`src/rtl/tm_vector_driver.sv`:
```
// rtl/tm_vector_driver.sv - FIFO-buffered vector driver with programmable settle time and sample strobe
// Holds each queued vector on out_vec for HOLD_CYCLES, then strobes capture for one cycle.
module tm_vector_driver #(
  parameter int WIDTH       = 12,
  parameter int DEPTH       = 4,
  parameter int HOLD_CYCLES = 3
) (
  input  logic                     clk,
  input  logic                     rst,
  input  logic                     in_valid,
  output logic                     in_ready,
  input  logic [WIDTH-1:0]         in_data,
  output logic [WIDTH-1:0]         out_vec,
  output logic                     sample_strobe,
  output logic                     busy,
  output logic [$clog2(DEPTH):0]   fifo_count
);

  localparam int PW = $clog2(DEPTH);
  localparam int CW = PW + 1;
  localparam int HW = (HOLD_CYCLES > 1) ? $clog2(HOLD_CYCLES) : 1;

  typedef enum logic [1:0] {IDLE, APPLY, STROBE} state_t;

  state_t            state, state_next;
  logic [HW-1:0]     hold_cnt, hold_next;
  logic [PW-1:0]     wr_ptr, rd_ptr;
  logic [CW-1:0]     count;
  logic [WIDTH-1:0]  mem [DEPTH];
  logic              push, pop;

  // Ready looks only at the registered count, so a same-cycle pop never frees a slot.
  assign in_ready      = (count < CW'(DEPTH)) && !rst;
  assign push          = in_valid && in_ready;
  assign sample_strobe = (state == STROBE);
  assign busy          = (state != IDLE) || (count != '0);
  assign fifo_count    = count;

  always_comb begin
    state_next = state;
    hold_next  = hold_cnt;
    pop        = 1'b0;
    case (state)
      IDLE, STROBE: begin
        if (count != '0) begin
          pop        = 1'b1;
          hold_next  = HW'(HOLD_CYCLES - 1);
          state_next = APPLY;
        end else begin
          state_next = IDLE;
        end
      end
      APPLY: begin
        if (hold_cnt == '0) state_next = STROBE;
        else                hold_next  = hold_cnt - 1'b1;
      end
      default: state_next = IDLE;
    endcase
  end

  always_ff @(posedge clk) begin
    if (rst) begin
      state    <= IDLE;
      hold_cnt <= '0;
      wr_ptr   <= '0;
      rd_ptr   <= '0;
      count    <= '0;
      out_vec  <= '0;
    end else begin
      state    <= state_next;
      hold_cnt <= hold_next;
      if (push) wr_ptr <= wr_ptr + 1'b1;
      if (pop) begin
        out_vec <= mem[rd_ptr];
        rd_ptr  <= rd_ptr + 1'b1;
      end
      case ({push, pop})
        2'b10:   count <= count + 1'b1;
        2'b01:   count <= count - 1'b1;
        default: count <= count;
      endcase
    end
  end

  // Storage needs no reset: an entry is always written before count allows its pop.
  always_ff @(posedge clk) begin
    if (push) mem[wr_ptr] <= in_data;
  end

endmodule
```
`config.mk`:
```
export PLATFORM = sky130hd
export DESIGN_NAME = tm_vector_driver
export DESIGN_NICKNAME = d
export VERILOG_FILES = /design/src/rtl/tm_vector_driver.sv
export SDC_FILE = /design/constraint.sdc
export NUM_CORES = 1
export LEC_CHECK = 0
export CAP_MARGIN = 20
export CORE_ASPECT_RATIO = 0.8
export CORE_MARGIN = 8
export CORE_UTILIZATION = 55
export DETAILED_ROUTE_END_ITERATION = 8
export PLACE_DENSITY = 0.79
export SETUP_SLACK_MARGIN = 0.02
export SLEW_MARGIN = 20
export SYNTH_ARGS = -nofsm -noshare
export SYNTH_HDL_FRONTEND = slang
export SYNTH_SLANG_ARGS = --single-unit
export TNS_END_PERCENT = 50
```
`constraint.sdc`:
```
create_clock -name clk -period 2.75 [get_ports clk]
set_input_delay 0.4125 -clock clk [delete_from_list [all_inputs] [get_ports clk]]
set_output_delay 0.4125 -clock clk [all_outputs]
set_load 0.1 [all_outputs]
```
run_1/final_placement.png
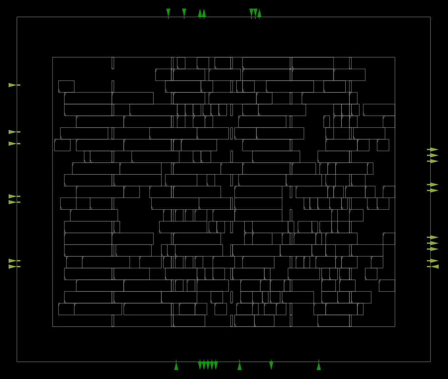
flop share of the area: 0.574
# rows: 23
FF+latch count: 71

run_1/drive_strength.png
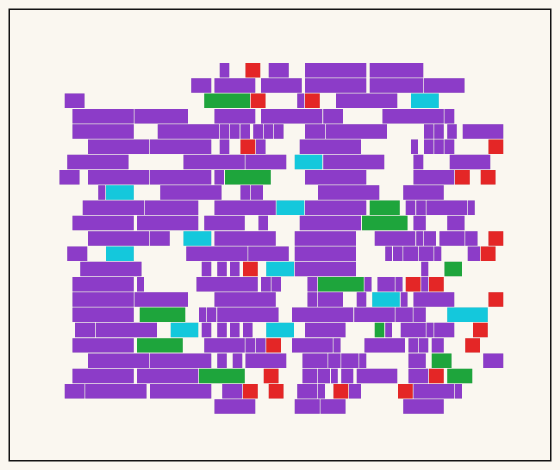
color	size	cells	share	most used
cyan	drive 6 and up	11	4.9%	clkbuf_8
purple	drive 1 or less	180	80%	edfxtp_1
red	drive 3 to 4	22	9.8%	buf_4
green	drive 2	12	5.3%	mux4_2
Final Cell Area: 0.00331 mm²
Area growth, synth to finish: 17.3%

==> Changelog: implementation, run 1 <==
### Physical design

- Status: finished clean
- Logic family by area: multiplexers
- Routed WL: 5.13 mm
- Worst Slack Setup Final: 0.460 ns
- I/O Buffers: 32
- Tcrit/Tclk final: 0.833
- GR Util met1: 0.161
- Vias: 1594
- Most common reg cell: edfxtp_1
- Fp_density: 0.567
- Max Slew Vio Count: 0
- Cell count after synthesis: 184
- Rel. slew slack: 0.438
- Arrival @ worst endpoint: 2.55 ns
- Non-clock buffer share: 0.0982
- Signal buffers: 37
- Leading cell kind: flip-flops and latches
- CP endpoint: fifo_count[2]
- Cells in synth_stat.txt: 184
- DRC Markers: 0
- Number of logic gates: 92
- Commonest Layout Cell: edfxtp_1
- Worst Tran Pin Value: 0.839 ns
- Iteration-0 DRC Markers: 75
- CTS tree: done
- Layout cells sized above 1: 0.200
- Clock Buffer Count: 13
- CP endpoint kind: flop
- Filler cells: 348
- Synth warnings: 0
- Number of gates resized after cts: 0
- Seq share, synth: 0.673
- Total I/O pin count: 33
- RD Place Congestion: about 0.7
- Mapped Area: 0.00282 mm²
- Gr usage total: 0.149
- Worst hold slack: 0.474 ns
- Max Cap Viol: 0
- Cell type with the largest total area: edfxtp_1
- Skew-Pair Late Insertion Delay: roughly 0.33 ns
- Final ANT Viol Nets: 0
- Crit path DRT: 3.01 ns
- Initial antenna violation count: 0
- Final std cells w/o fill: 287
- RR Endpoint: fifo_count[2]
- Nets: 242
- First-pass GRT wire length: 8.48 mm
- Mapped Nets: 206
- Synth Register Bits: between 70 and 80
- Crit start category: flop
- Vias in the first global route: 1737
- DP HPWL: ~3.5 mm
- Setup violations, final: 0
- Compound Share, Synth: 0.0718
- Tool Warnings: 29
- Commonest cells in the netlist: 48 x edfxtp_1, 23 x dfxtp_1, 16 x a21oi_1
- Global Route met2 Usage: 0.263
- Worst-path clk slew: 0.07 ns
- M3 GR Usage: 0.0503
- Drt first pass iters: 4
- CTS root buf: clkbuf_8
- FF-to-FF setup slack: 0.46 ns
- Die Y: 80.1 µm
- Largest net degree at the start of global routing: 26
- Post-synth ARST share: 0
- Wire length per cell: 17.9 µm
- R2R depth: 8
- Most frequent cell after synthesis: edfxtp_1
- Worst setup path class: reg -> reg
- Hold_sp: hold_cnt[1]
- Via density: 5.55
- CTS sink cnt: 71
- Hold Buf Count CTS: 0
- Adders+Majority by Area: 0.0337
- Max Fclk: about 440 MHz
- Final clock skew: 0.00818 ns
- Avg Inst Size Synth: between 15 and 20 µm²
- Most frequent cells in the layout: 48 x edfxtp_1, 23 x dfxtp_1, 22 x buf_4
- Top cells by area: edfxtp_1 51%, dfxtp_1 16%, mux4_2 5.6%, mux4_1 4.7%, a21oi_1 2.8%
- DP Cell Count: 271
- Tapcell count: 62
- Max FFs per register: roughly 48
- Chip area line of the yosys report: 0.00282 mm²
- Register area: 0.00190 mm²
- MUX share of area: 0.106
- Largest Register: mem
- Diode count: 0
- XOR-XNOR Cells, Area Fraction: 0.00930
- Synth Area in Simple Gates: 0.0669
- Worst hold path depth: 2
- Netlist cell types: 35
- MI comb area: 812 µm²
- GRT overflow: 0
- Htree depth: 3
- CP Max Fanout: 19
- Worst slack, placed: 0.327 ns
- Final hold violations: 0
- Max Root-Sink Buffers: 2
- Die Span X: 96.1 µm
- Die area: between 0.007 and 0.008 mm²
- Placed cell areas: 0.00315 mm²
- Hold crit path type: reg -> reg
- Setup TNS Final: 0 ns
- Clk tree area frac: 0.0487
- Reg-to-reg startpoint: state[0]
- Area share, top type: 0.510
- Number of enable flip-flop cells: 48
- CTS Buf Count: 9
- Comb/total area: 0.245
- Grt peak-use layer: met2
- Setup bufs post-CTS: 0
- Fin crit period: around 2.3 ns
- CP Launch Point: state[0]
- Worst Hold Path EP: hold_cnt[1]
- Inverters: 9
- RSZ-0062 raised after global routing: false
run_1/cell_classes.png
Fill, decap, tap and diode cells in gray.
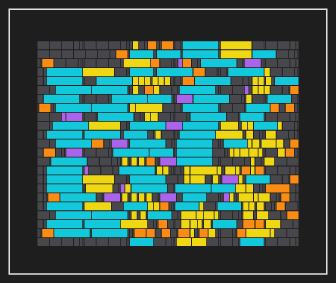
color	class	cells	share of their area
orange	other buffers and delay cells	37	10%
purple	clock drivers and dummy loads	16	5.0%
cyan	flip-flops	71	59%
yellow	all other logic	101	26%
core area: 0.00498 mm²
Final Core Density: 0.665

## run 1: routing by layer
metal / up-vias / wire (µm)
li1: 767 / -
met1: 776 / 1940
met2: 42 / 2760
met3: 9 / 368
met4: 0 / 62
met5: - / 0
## run 1: worst max-delay path, stage by stage (launching register included)
cell and delay (ns):
dfxtp_1 0.70, inv_1 0.12, nand2_1 0.13, inv_1 0.07, ha_1 0.22, fa_1 0.38
xnor2_1 0.14, or3_1 0.31, a21oi_1 0.15
## run 1: cell families after synthesis
family | after synthesis
flip-flops | 71
AND-OR/OR-AND | 36
AND/OR/NAND/NOR | 33
buffers and inverters | 21
multiplexers | 13
adder cells (fa/ha/maj) | 7
XOR/XNOR | 3
run_1/port_nets.png
Scale bar: 20 µm.
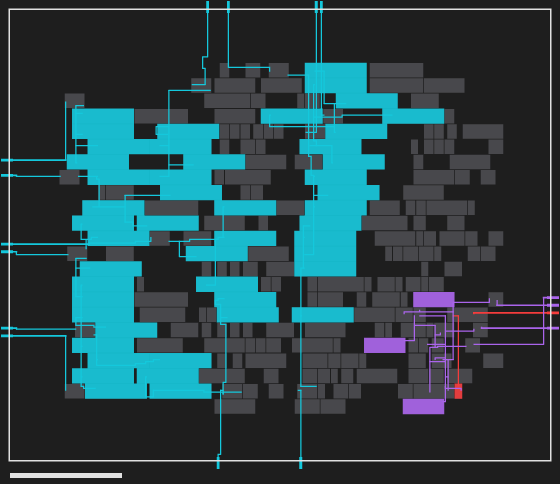

==> run 2, diff against run 1 <==
==> constraint.sdc (replaced) <==
create_clock -name clk -period 2.3 [get_ports clk]
set_input_delay 0.345 -clock clk [delete_from_list [all_inputs] [get_ports clk]]
set_output_delay 0.345 -clock clk [all_outputs]
set_load 0.1 [all_outputs]
run_2/port_nets.png
Scale bar: 20 µm.
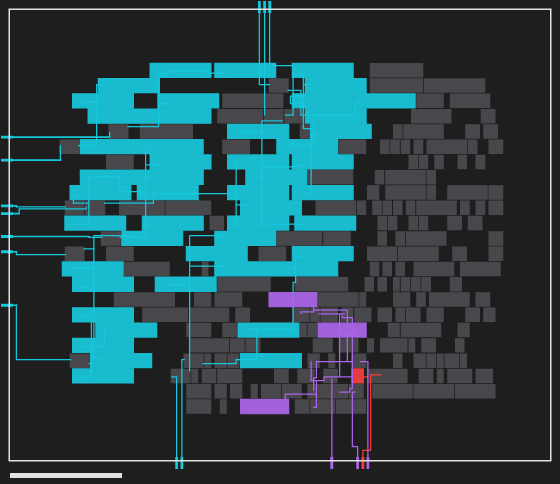
color	port	bits	direction	end cells	wire
purple	fifo_count	3	output	3	138 µm
red	in_ready	1	output	1	18.9 µm
cyan	in_data	12	input	48	585 µm
I/O Buffers: 32
total I/O pin count: 33

==> run 2 against run 1 <==
  * Hold slack got worse by 0.0046 ns
  * Non-clock buffer count rose by 4
  * Sequential cell count did not move
  * Synthesized area did not move
  * Highest routed layer unchanged
==> Changelog: implementation, run 2 <==
### Physical design

- Status: finished clean
- CP Depth: 4 (-4)
- Worst slack, placed: -0.0577 ns (-0.385 ns)
- DP HPWL: 3.64 mm (+4.1%)
- GRT overflow: 0 (unchanged)
- Final Core Density: 0.694 (+0.0289)
- Largest Register: mem
- Die Span X: 96.1 µm (unchanged)
- Die Y: 80.1 µm (unchanged)
- Nets: 246 (+1.7%)
- Most common reg cell: edfxtp_1
- Vias in the first global route: 1667 (-4.0%)
- Met3 Wirelength: 326 µm (-11%)
- Worst path max stage delay: 0.41 ns (-0.29 ns)
- Number of logic gates: 92 (unchanged)
- Chip area line of the yosys report: 0.00282 mm² (unchanged)
- Routed WL: 5.10 mm (-0.51%)
- DR WL met2: 2.46 mm (-11%)
- Placed cell areas: 0.00321 mm² (+1.8%)
- Synth warnings: 0 (unchanged)
- Netlist cell types: 35 (unchanged)
- Reg-to-reg startpoint: fifo_count[2]
- Drt first pass iters: 4 (unchanged)
- Core area: 0.00498 mm² (unchanged)
- MI comb area: 820 µm² (+0.92%)
- Htree depth: 3 (unchanged)
- RR Endpoint: fifo_count[2]
- Post-synth ARST share: 0 (unchanged)
- Signal buffers: 41 (+11%)
- CP endpoint: busy
- Final ANT Viol Nets: 0 (unchanged)
- Max Fclk: 454 MHz
- Max Slew Vio Count: 0 (unchanged)
- FF-to-FF setup slack: 0.14 ns (-0.32 ns)
- Number of enable flip-flop cells: 48 (unchanged)
- Filler cells: 348 (unchanged)
- Max Root-Sink Buffers: 2 (unchanged)
- Mapped Area: 0.00282 mm² (unchanged)
- Synth Register Bits: 71 (unchanged)
- Flop share of the area: 0.554 (-0.0206)
- Delay-heaviest family, CP: simple AND/OR/NAND/NOR gates
- Inverters: 9 (unchanged)
- Max Cap Viol: 0 (unchanged)
- Most frequent cells in the layout: 48 x edfxtp_1, 25 x buf_4, 20 x dfxtp_1
- Area share, top type: 0.510 (unchanged)
- Final std cells w/o fill: 291 (+1.4%)
- Iteration-0 DRC Markers: 91 (+21%)
- Setup TNS Final: 0 ns (unchanged)
- Wire length per cell: 17.5 µm (-1.9%)
- Worst setup path class: reg -> out
- # rows: 23 (unchanged)
- Avg Inst Size Synth: 15.3 µm² (unchanged)
- Hold_sp: state[1]
- Top layer in use: met4
- Max FFs per register: 48 (unchanged)
- Worst Slack Setup Final: 0.0977 ns (-0.363 ns)
- Arrival @ worst endpoint: 1.86 ns (-0.69 ns)
- CP Launch Point: fifo_count[2]
- CP endpoint kind: output pin
- Commonest cells in the netlist: 48 x edfxtp_1, 23 x dfxtp_1, 16 x a21oi_1
- Worst hold path depth: 1 (-1)
- Worst Hold Path EP: state[1]
- Most frequent cell on the critical path: or3_1
- First-pass GRT wire length: 8.20 mm (-3.3%)
- Leading cell kind: flip-flops and latches
- CP Max Fanout: 14 (-5)
- CTS root buf: clkbuf_8
- Hold crit path type: reg -> reg
- Setup violations, final: 0 (unchanged)
- Register area: 0.00191 mm² (+0.59%)
- Vias: 1595 (+0.063%)
- Seq share, synth: 0.673 (unchanged)
- CTS sink cnt: 71 (unchanged)
- Cells in synth_stat.txt: 184 (unchanged)
- Clock Buffer Count: 9 (-4)
- GR Util met1: 0.179 (+0.0184)
- Die area: 0.00770 mm² (unchanged)
- FF+latch count: 71 (unchanged)
- Mapped Nets: 206 (unchanged)
- Hold Buf Count CTS: 0 (unchanged)
- Fp_density: 0.567 (unchanged)
- R2R depth: 8 (unchanged)
- Via density: 5.48 (-1.3%)
- Worst hold slack: 0.470 ns (-0.00457 ns)
- Setup bufs post-CTS: 0 (unchanged)
- Final hold violations: 0 (unchanged)
- Tool Warnings: 30 (+3.4%)
- Crit path DRT: 1.96 ns (-1.05 ns)
- Worst-path clk slew: 0.07 ns (about the same)
- Crit-path slowest cell: or3_1
- Tcrit/Tclk final: 0.958
- Number of gates resized after cts: 0 (unchanged)
- Bufs and invs on worst path: 2 (unchanged)
- RSZ-0062 raised after global routing: false
- Final clock skew: 0.00490 ns (-0.00328 ns)
- Comb/total area: 0.237 (-0.00804)
- Tapcell count: 62 (unchanged)
- Most frequent cell after synthesis: edfxtp_1
- Diode count: 0 (unchanged)
- Clk tree area frac: 0.0706 (+0.0219)
- Grt peak-use layer: met2
- Initial antenna violation count: 0 (unchanged)
- Non-clock buffer share: 0.106 (+0.00822)
- Worst Tran Pin Value: 0.893 ns (+0.0538 ns)
- Gr usage total: 0.146 (-0.00318)
- Cell type with the largest total area: edfxtp_1
- Top cells by area: edfxtp_1 51%, dfxtp_1 16%, mux4_2 5.6%, mux4_1 4.7%, a21oi_1 2.8%
- DP Cell Count: 275 (+1.5%)
- Crit start category: flop
- Critical-path cell list: or3_1 > buf_4 > or3_1 > buf_12
- Rel. slew slack: 0.404 (-0.0336)
- Met1 WL: 2.28 mm (+18%)
- CTS tree: done
- M3 GR Usage: 0.0577 (+0.00745)
run_2/drive_strength.png
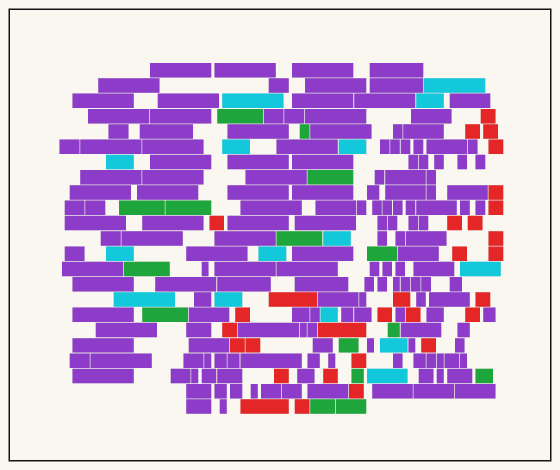
Final Cell Area: 0.00346 mm²
Area growth, synth to finish: 22.4%

==> run 2: cell counts after synthesis <==
Identical to the previous run, type by type.
==> run 2: kinds of logic (layout without fill, tap and decap cells) <==
family | after synthesis | in the layout | synth area share
AOI/OAI and AO/OA | 36 | 36 | 0.0718
xor gates and xnor gates | 3 | 3 | 0.00931
adders and majority gates | 7 | 7 | 0.0337
buffers and inverters | 21 | 66 | 0.0390
DFF | 71 | 71 | 0.673
muxes | 13 | 13 | 0.106
and+or+nand+nor | 33 | 33 | 0.0669
run_2/metal_stack.png
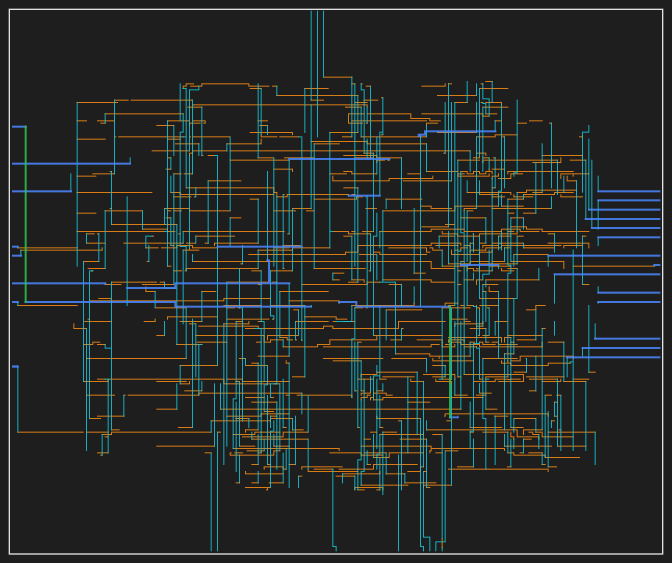

==> run 3, diff against run 2 <==
--- a/config.mk
+++ b/config.mk
@@ -9,7 +9,10 @@
 export CORE_ASPECT_RATIO = 0.8
 export CORE_MARGIN = 8
 export CORE_UTILIZATION = 55
+export CTS_BUF_LIST = sky130_fd_sc_hd__clkbuf_16
 export DETAILED_ROUTE_END_ITERATION = 8
+export GPL_ROUTABILITY_DRIVEN = 0
+export GPL_TIMING_DRIVEN = 0
 export PLACE_DENSITY = 0.79
 export SETUP_SLACK_MARGIN = 0.02
 export SLEW_MARGIN = 20
run_3/metal_stack.png
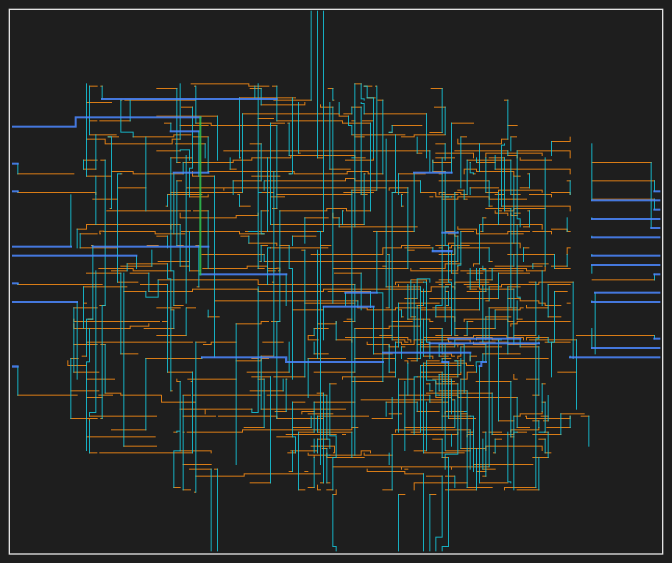
color	layer	wire length
orange	met1	2410 µm
blue	met3	321 µm
green	met4	23.1 µm
cyan	met2	2490 µm
Routed WL: 5.24 mm
gr usage total: 0.141
wire length per cell: 17.9 µm

==> run 3 against run 2 <==
  * Via count is 1.4% higher
  * Cell area is 4.4% higher
  * First-iteration DRC count is 2.2% lower
  * Highest routed layer unchanged
==> Changelog: implementation, run 3 <==
### Physical design

- Final hold violations: 0 (unchanged)
- FF-to-FF setup slack: 0.07 ns (-0.07 ns)
- I/O Buffers: 31 (-3.1%)
- Worst hold slack: 0.468 ns (-0.00142 ns)
- Netlist cell types: 35 (unchanged)
- Drt first pass iters: 7 (+3)
- CP Max Fanout: 7 (-7)
- Area share, top type: 0.510 (unchanged)
- CP endpoint kind: flop
- CP endpoint: fifo_count[2]
- Crit path DRT: 2.54 ns (+0.58 ns)
- DP Cell Count: 277 (+0.73%)
- Most frequent cells in the layout: 48 x edfxtp_1, 28 x clkdlybuf4s50_1, 20 x dfxtp_1
- Hold crit path type: reg -> reg
- DP HPWL: 3.35 mm (-7.8%)
- Worst hold path depth: 1 (unchanged)
- Tool Warnings: 32 (+6.7%)
- Adders+Majority by Area: 0.0337 (unchanged)
- Hold_sp: state[1]
- Max Cap Viol: 0 (unchanged)
- CP Depth: 9 (+5)
- Chip area line of the yosys report: 0.00282 mm² (unchanged)
- Core area: 0.00498 mm² (unchanged)
- XOR-XNOR Cells, Area Fraction: 0.00930 (unchanged)
- # rows: 23 (unchanged)
- RSZ-0062 raised after global routing: true
- MUX share of area: 0.106 (unchanged)
- Max FFs per register: 48 (unchanged)
- Max Root-Sink Buffers: 2 (unchanged)
- Htree depth: 3 (unchanged)
- Diode count: 0 (unchanged)
- Bufs and invs on worst path: 2 (unchanged)
- Most frequent cell after synthesis: edfxtp_1
- Worst Slack Setup Final: 0.0730 ns (-0.0247 ns)
- Die area: 0.00770 mm² (unchanged)
- Initial antenna violation count: 0 (unchanged)
- Rel. slew slack: 0.346 (-0.0581)
- Placed cell areas: 0.00323 mm² (+0.59%)
- Final ANT Viol Nets: 0 (unchanged)
- Most frequent cell on the critical path: or3_1
- CP Launch Point: fifo_count[2]
- Cells in synth_stat.txt: 184 (unchanged)
- Mapped Area: 0.00282 mm² (unchanged)
- CTS tree: done
- Worst Hold Path EP: state[1]
- Worst path max stage delay: 0.40 ns (about the same)
- Number of enable flip-flop cells: 48 (unchanged)
- Max Fclk: 449 MHz (-1.1%)
- GRT overflow: 0 (unchanged)
- Vias in the first global route: 1565 (-6.1%)
- Critical-path cell list: or3_1 > buf_4 > nand2_2 > inv_2 > ha_4 > fa_2 > xnor2_1 > or3_1 > a21oi_1
- Total I/O pin count: 33 (unchanged)
- R2R depth: 9 (+1)
- Top cells by area: edfxtp_1 51%, dfxtp_1 16%, mux4_2 5.6%, mux4_1 4.7%, a21oi_1 2.8%
- Setup bufs post-CTS: 0 (unchanged)
- Seq share, synth: 0.673 (unchanged)
- Area growth, synth to finish: 27.8%
- Worst setup path class: reg -> reg
- Setup TNS Final: 0 ns (unchanged)
- Iteration-0 DRC Markers: 89 (-2.2%)
- Synth Area in Simple Gates: 0.0669 (unchanged)
- Number of gates resized after cts: 5 (+5)
- RR Endpoint: fifo_count[2]
- Compound Share, Synth: 0.0718 (unchanged)
- Die Span X: 96.1 µm (unchanged)
- Via density: 5.52 (+0.75%)
- Post-synth ARST share: 0 (unchanged)
- Commonest cells in the netlist: 48 x edfxtp_1, 23 x dfxtp_1, 16 x a21oi_1
- Worst slack, placed: -0.241 ns (-0.183 ns)
- Synth warnings: 0 (unchanged)
- Worst-path clk slew: 0.06 ns (about the same)
- Cell type with the largest total area: edfxtp_1
- Vias: 1618 (+1.4%)
- Reg-to-reg startpoint: fifo_count[2]
- Avg Inst Size Synth: 15.3 µm² (unchanged)
- Skew-Pair Late Insertion Delay: approximately 0.33 ns
- Final std cells w/o fill: 293 (+0.69%)
- Logic family by area: multiplexers
- Arrival @ worst endpoint: 2.47 ns (+0.61 ns)
- Status: finished clean
- Hold Buf Count CTS: 0 (unchanged)
- Die Y: 80.1 µm (unchanged)
- Tcrit/Tclk final: 0.968 (+0.0107)
- CTS sink cnt: 71 (unchanged)
- Most common reg cell: edfxtp_1
- Setup violations, final: 0 (unchanged)
- First-pass GRT wire length: 7.96 mm (-3.0%)
- Mapped Nets: 206 (unchanged)
- Cell count after synthesis: between 150 and 200
- Delay-heaviest family, CP: simple AND/OR/NAND/NOR gates
- Largest Register: mem
- Fp_density: 0.567 (unchanged)
- Crit start category: flop
- Worst Tran Pin Value: 0.978 ns (+0.0853 ns)
- CTS root buf: clkbuf_16
- Nets: 248 (+0.81%)
- Synth Register Bits: 71 (unchanged)
- Crit-path slowest cell: or3_1
- Max Slew Vio Count: 0 (unchanged)
run_3/cell_classes.png
Fill, decap, tap and diode cells in gray.
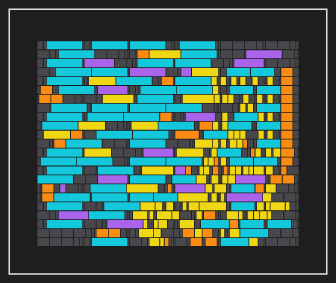
color	class	cells	share of their area
yellow	all other logic	101	25%
orange	other buffers and delay cells	43	11%
cyan	flip-flops	71	54%
purple	clock drivers and dummy loads	16	10%
Final Cell Area: 0.00361 mm²
Final Core Density: 0.725
flop share of the area: 0.530

## run 3: per-layer routing
metal / part of all wire / routed length (µm) / track usage
met1: 0.46 / 2410 / 0.177
met2: 0.47 / 2490 / 0.212
met3: 0.061 / 320 / 0.0438
met4: 0.0044 / 23 / 0.0781
met5: 0 / 0 / 0
## run 3: final cells by class
type	instances	area [µm²]
sequential	71	1910
fill	326	1370
multi-input combinational	92	832
timing repair buffer	31	305
clock buffer	9	225
clock inverter	7	143
buffer	12	78.8
tap	62	77.6
inverter	9	33.8
